## config.mk

```make
export PLATFORM = sky130hd
export DESIGN_NAME = mem_responder
export DESIGN_NICKNAME = d
export VERILOG_FILES = /design/src/rtl/mem_responder.sv
export SDC_FILE = /design/constraint.sdc
export NUM_CORES = 2
export LEC_CHECK = 0
export CAP_MARGIN = 20
export CELL_PAD_IN_SITES_DETAIL_PLACEMENT = 0
export CELL_PAD_IN_SITES_GLOBAL_PLACEMENT = 1
export CORE_MARGIN = 2
export CORE_UTILIZATION = 45
export CTS_BUF_LIST = sky130_fd_sc_hd__clkbuf_8
export DETAILED_ROUTE_END_ITERATION = 6
export GPL_ROUTABILITY_DRIVEN = 0
export PLACE_DENSITY = 0.7
export SLEW_MARGIN = 20
export SYNTH_ARGS = -nofsm -noshare
export SYNTH_HDL_FRONTEND = slang
export SYNTH_SLANG_ARGS = --single-unit
```

## constraint.sdc

```tcl
create_clock -name clock -period 5.2 [get_ports clock]
set_input_delay 1.04 -clock clock [delete_from_list [all_inputs] [get_ports clock]]
set_output_delay 1.04 -clock clock [all_outputs]
set_load 0.05 [all_outputs]
```

## src/rtl/mem_responder.sv

```systemverilog
// mem_responder: 256x8 request/response memory with programmable wait states,
// write-through response data, a completed-access counter and a debug preload port.
module mem_responder #(
  parameter int unsigned WAIT_CYCLES = 0,
  parameter bit          INIT_ZERO   = 1'b1
) (
  input  logic       clock,
  input  logic       reset,
  input  logic       MemRead,
  input  logic       wren,
  input  logic [7:0] address,
  input  logic [7:0] data,
  output logic [7:0] q,
  output logic       ready,
  output logic       busy,
  input  logic       load_en,
  input  logic [7:0] load_addr,
  input  logic [7:0] load_data,
  output logic       load_ack,
  output logic [7:0] acc_count
);

  localparam logic [1:0] IDLE = 2'd0;
  localparam logic [1:0] WAIT = 2'd1;
  localparam logic [1:0] RESP = 2'd2;

  localparam logic [3:0] LAST_WAIT = (WAIT_CYCLES == 0) ? 4'd0 : 4'(WAIT_CYCLES - 1);

  logic [1:0] r_state;
  logic [3:0] r_cnt;
  logic [7:0] r_addr;
  logic [7:0] r_data;
  logic       r_is_wr;
  logic [7:0] r_q;
  logic       r_ready;
  logic       r_busy;
  logic       r_load_ack;
  logic [7:0] r_acc;

  // Power-up contents only; reset deliberately leaves the array alone.
  logic [7:0] r_mem [256] = '{default: (INIT_ZERO ? 8'h00 : 8'hxx)};

  logic       w_req;
  logic       w_load;
  logic       w_commit;
  logic       w_mem_we;
  logic [7:0] w_mem_addr;
  logic [7:0] w_mem_wdata;

  assign w_req    = MemRead | wren;
  // A request in the same idle cycle takes priority and the preload is dropped.
  assign w_load   = reset & (r_state == IDLE) & load_en & ~w_req;
  assign w_commit = (r_state == RESP) & r_is_wr;

  always_comb begin
    w_mem_we    = w_load | w_commit;
    w_mem_addr  = load_addr;
    w_mem_wdata = load_data;
    if (w_commit) begin
      w_mem_addr  = r_addr;
      w_mem_wdata = r_data;
    end
  end

  always_ff @(posedge clock) begin
    if (w_mem_we) begin
      r_mem[w_mem_addr] <= w_mem_wdata;
    end
  end

  always_ff @(posedge clock or negedge reset) begin
    if (!reset) begin
      r_state    <= IDLE;
      r_cnt      <= '0;
      r_addr     <= '0;
      r_data     <= '0;
      r_is_wr    <= 1'b0;
      r_q        <= '0;
      r_ready    <= 1'b0;
      r_busy     <= 1'b0;
      r_load_ack <= 1'b0;
      r_acc      <= '0;
    end else begin
      r_ready    <= 1'b0;
      r_load_ack <= w_load;
      case (r_state)
        IDLE: begin
          if (w_req) begin
            r_addr  <= address;
            r_data  <= data;
            r_is_wr <= wren;
            r_cnt   <= '0;
            r_busy  <= 1'b1;
            r_state <= (WAIT_CYCLES == 0) ? RESP : WAIT;
          end
        end
        WAIT: begin
          if (r_cnt == LAST_WAIT) begin
            r_cnt   <= '0;
            r_state <= RESP;
          end else begin
            r_cnt <= r_cnt + 4'd1;
          end
        end
        RESP: begin
          r_q     <= r_is_wr ? r_data : r_mem[r_addr];
          r_ready <= 1'b1;
          r_acc   <= r_acc + 8'd1;
          r_busy  <= 1'b0;
          r_state <= IDLE;
        end
        default: begin
          r_busy  <= 1'b0;
          r_state <= IDLE;
        end
      endcase
    end
  end

  assign q         = r_q;
  assign ready     = r_ready;
  assign busy      = r_busy;
  assign load_ack  = r_load_ack;
  assign acc_count = r_acc;

endmodule

```

Where the registers sit:
Other sequential cells in the stronger grey, the rest of the logic in the fainter grey.
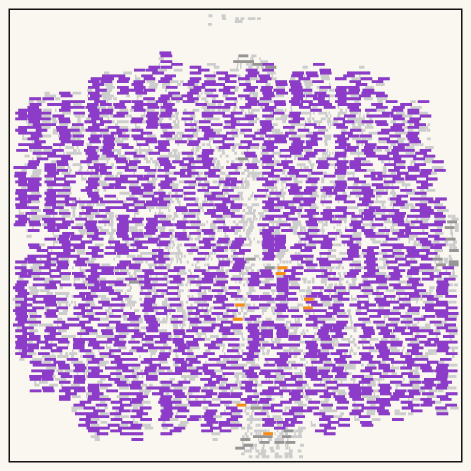
[r_mem] purple | placed flops: 2048 | where: widely spread
[q] orange | placed flops: 8
not coloured: 28
Seq area share: 68.60%
post-route core utilization: 50.88%
sequential cell power: 19400 uW
register area: 0.06241 sq mm

I/O pins on the die edge:
Pins as bars across the die edge, other pins in grey.
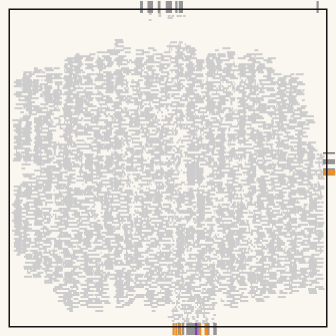
[load_ack] purple | pins: 1 | direction: output | edge: bottom
[q] orange | pins: 8 | direction: output | edge: 6 bottom, 2 right
PortBufs: 55
Die Y: 428.4 um
chip width: 428.4 um

Routing congestion:
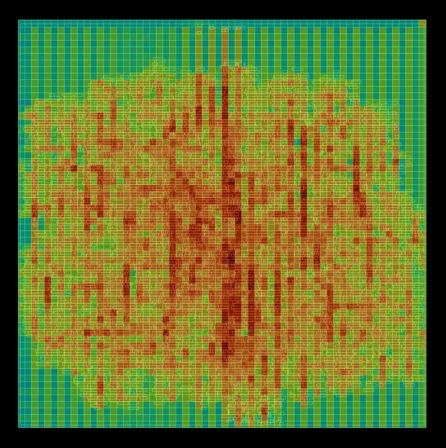
M1 GR Usage: 32.06%
DR WL/cell: 30.99 um

Signal wires by layer:
Only two layers are drawn.
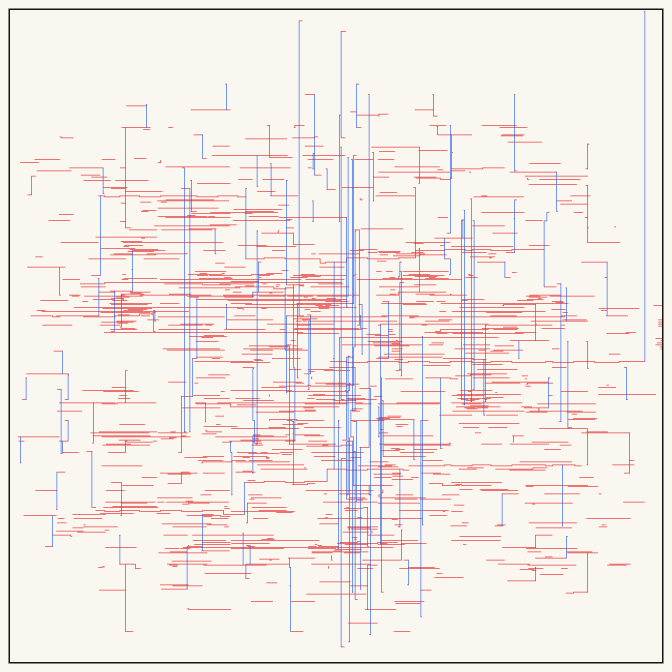
[met4] blue | wire length: 7780 um
[met3] red | wire length: 17100 um
Tot GR Track Use: 23.03%
final wirelength: 212.4 mm
DR vias: 41097

==> impl_metrics.env <==
# flow metrics
export IMPL_min_path_type="in -> async"
export IMPL_cp_num_buf_inv=0
export IMPL_layout_top_cell="edfxtp_1"
export IMPL_first_pass_iters=6
export IMPL_dpl_hpwl_mm=132.8
export IMPL_critPathLaunchType="flop"
export IMPL_mostFrequentLayoutCells="edfxtp_1 (2048), mux4_2 (464), clkbuf_8 (356)"
export IMPL_tightest_slew_ns=1.156
export IMPL_stdcell_count=6853
export IMPL_status="finished clean"
export IMPL_htreeDepth=5
export IMPL_tns_ns=0
export IMPL_synth_cell_types=61
export IMPL_core_area_sq_mm=0.1788
export IMPL_max_cap_violations=0
export IMPL_cts_resized=0
export IMPL_setup_violations=0
export IMPL_insertedDiodeCount=6
export IMPL_drt_iter0_markers=5248
export IMPL_post_cts_buffers=0
export IMPL_r2r_cells=4
export IMPL_ios=56
export IMPL_ys_chip_area_sq_mm=0.08107
export IMPL_bufAreaShareNonClock_pct=2.456
export IMPL_warning_count=52
export IMPL_period_used_pct=82.26
export IMPL_clock_latency_ns=1.04
export IMPL_async_flop_share_pct=1.727
export IMPL_seq_cell_count=2084
export IMPL_dp_cells=6267
export IMPL_via_per_inst=5.997
export IMPL_fa_ha_area_share_pct=0.01543
export IMPL_logic_family="multiplexers"
export IMPL_busiest_layer="met2"
export IMPL_rrSetupSlack_ns=0.92
export IMPL_crit_family="simple AND/OR/NAND/NOR gates"
export IMPL_wl_met2_mm=102.3
export IMPL_cts_sinks=2084
export IMPL_edf_count=2048
export IMPL_dp_slack_ns=0.7306
export IMPL_crit_start="r_addr[4]$_DFFE_PN0P_"
export IMPL_yosys_stat_cells=3907
export IMPL_drive_gt1_share_pct=24.35
export IMPL_cts_buffers=339
export IMPL_ys_sh_xor_pct=0.07563
export IMPL_initial_core_util_pct=45.34
export IMPL_area_delta_synth_final_pct=12.23
export IMPL_hold_buffers=0
report_power, final:
part | switching, uW | internal (uW)
clock | 6230 | 6690
sequential | 254 | 19100
combinational | 3720 | 2020
cell usage after synthesis (all sizes together) (13+ instances only):
| cell type | instances | area, sq um |
|---|---|---|
| nand3 | 28 | 145.1 |
| a22oi | 62 | 465.5 |
| mux2i | 157 | 1572 |
| buf | 160 | 1225 |
| edfxtp | 2048 | 61500 |
| a32oi | 16 | 140.1 |
| clkbuf | 73 | 275.3 |
| nor2 | 301 | 1130 |
| a21oi | 45 | 225.2 |
| dfrtp | 36 | 900.9 |
| o21ai | 32 | 160.1 |
| mux4 | 464 | 10450 |
| nor2b | 13 | 81.33 |
| nand2 | 189 | 709.4 |
| nor3 | 14 | 70.07 |
| a221oi | 25 | 219.0 |
| nand3b | 17 | 127.6 |
| o22ai | 83 | 519.3 |
worst min path at each step:
stage / from / slack, ns / cells past startpoint / to
5_1_grt: reset / 0.19 / 2 / q[3]$_DFFE_PN0P_
3_3_place_gp: acc_count[7]$_DFFE_PN0P_ / 0.46 / 1 / acc_count[7]$_DFFE_PN0P_
2_1_floorplan: r_data[1]$_DFFE_PN0P_ / 0.45 / 2 / r_data[1]$_DFFE_PN0P_
3_5_place_dp: r_data[2]$_DFFE_PN0P_ / 0.46 / 2 / r_data[2]$_DFFE_PN0P_
6_report: reset / 0.16 / 2 / q[0]$_DFFE_PN0P_
4_1_cts: reset / 0.17 / 2 / q[0]$_DFFE_PN0P_
sequential cells by signal, summed over array words and instances (netlist names):
name,flops
r_mem,2048
acc_count,8
q,8
r_addr,8
r_data,8
load_ack,1
r_is_wr,1
r_state,1
ready,1
worst reg2reg max path, stage by stage, from the launching register on:
cell,delay (ns)
dfrtp_2,0.78
nand2_1,0.44
o21ai_0,1.01
nand2_1,0.81
nor2_1,0.84
No activity file was given, so power comes from the tool's default toggle rates.
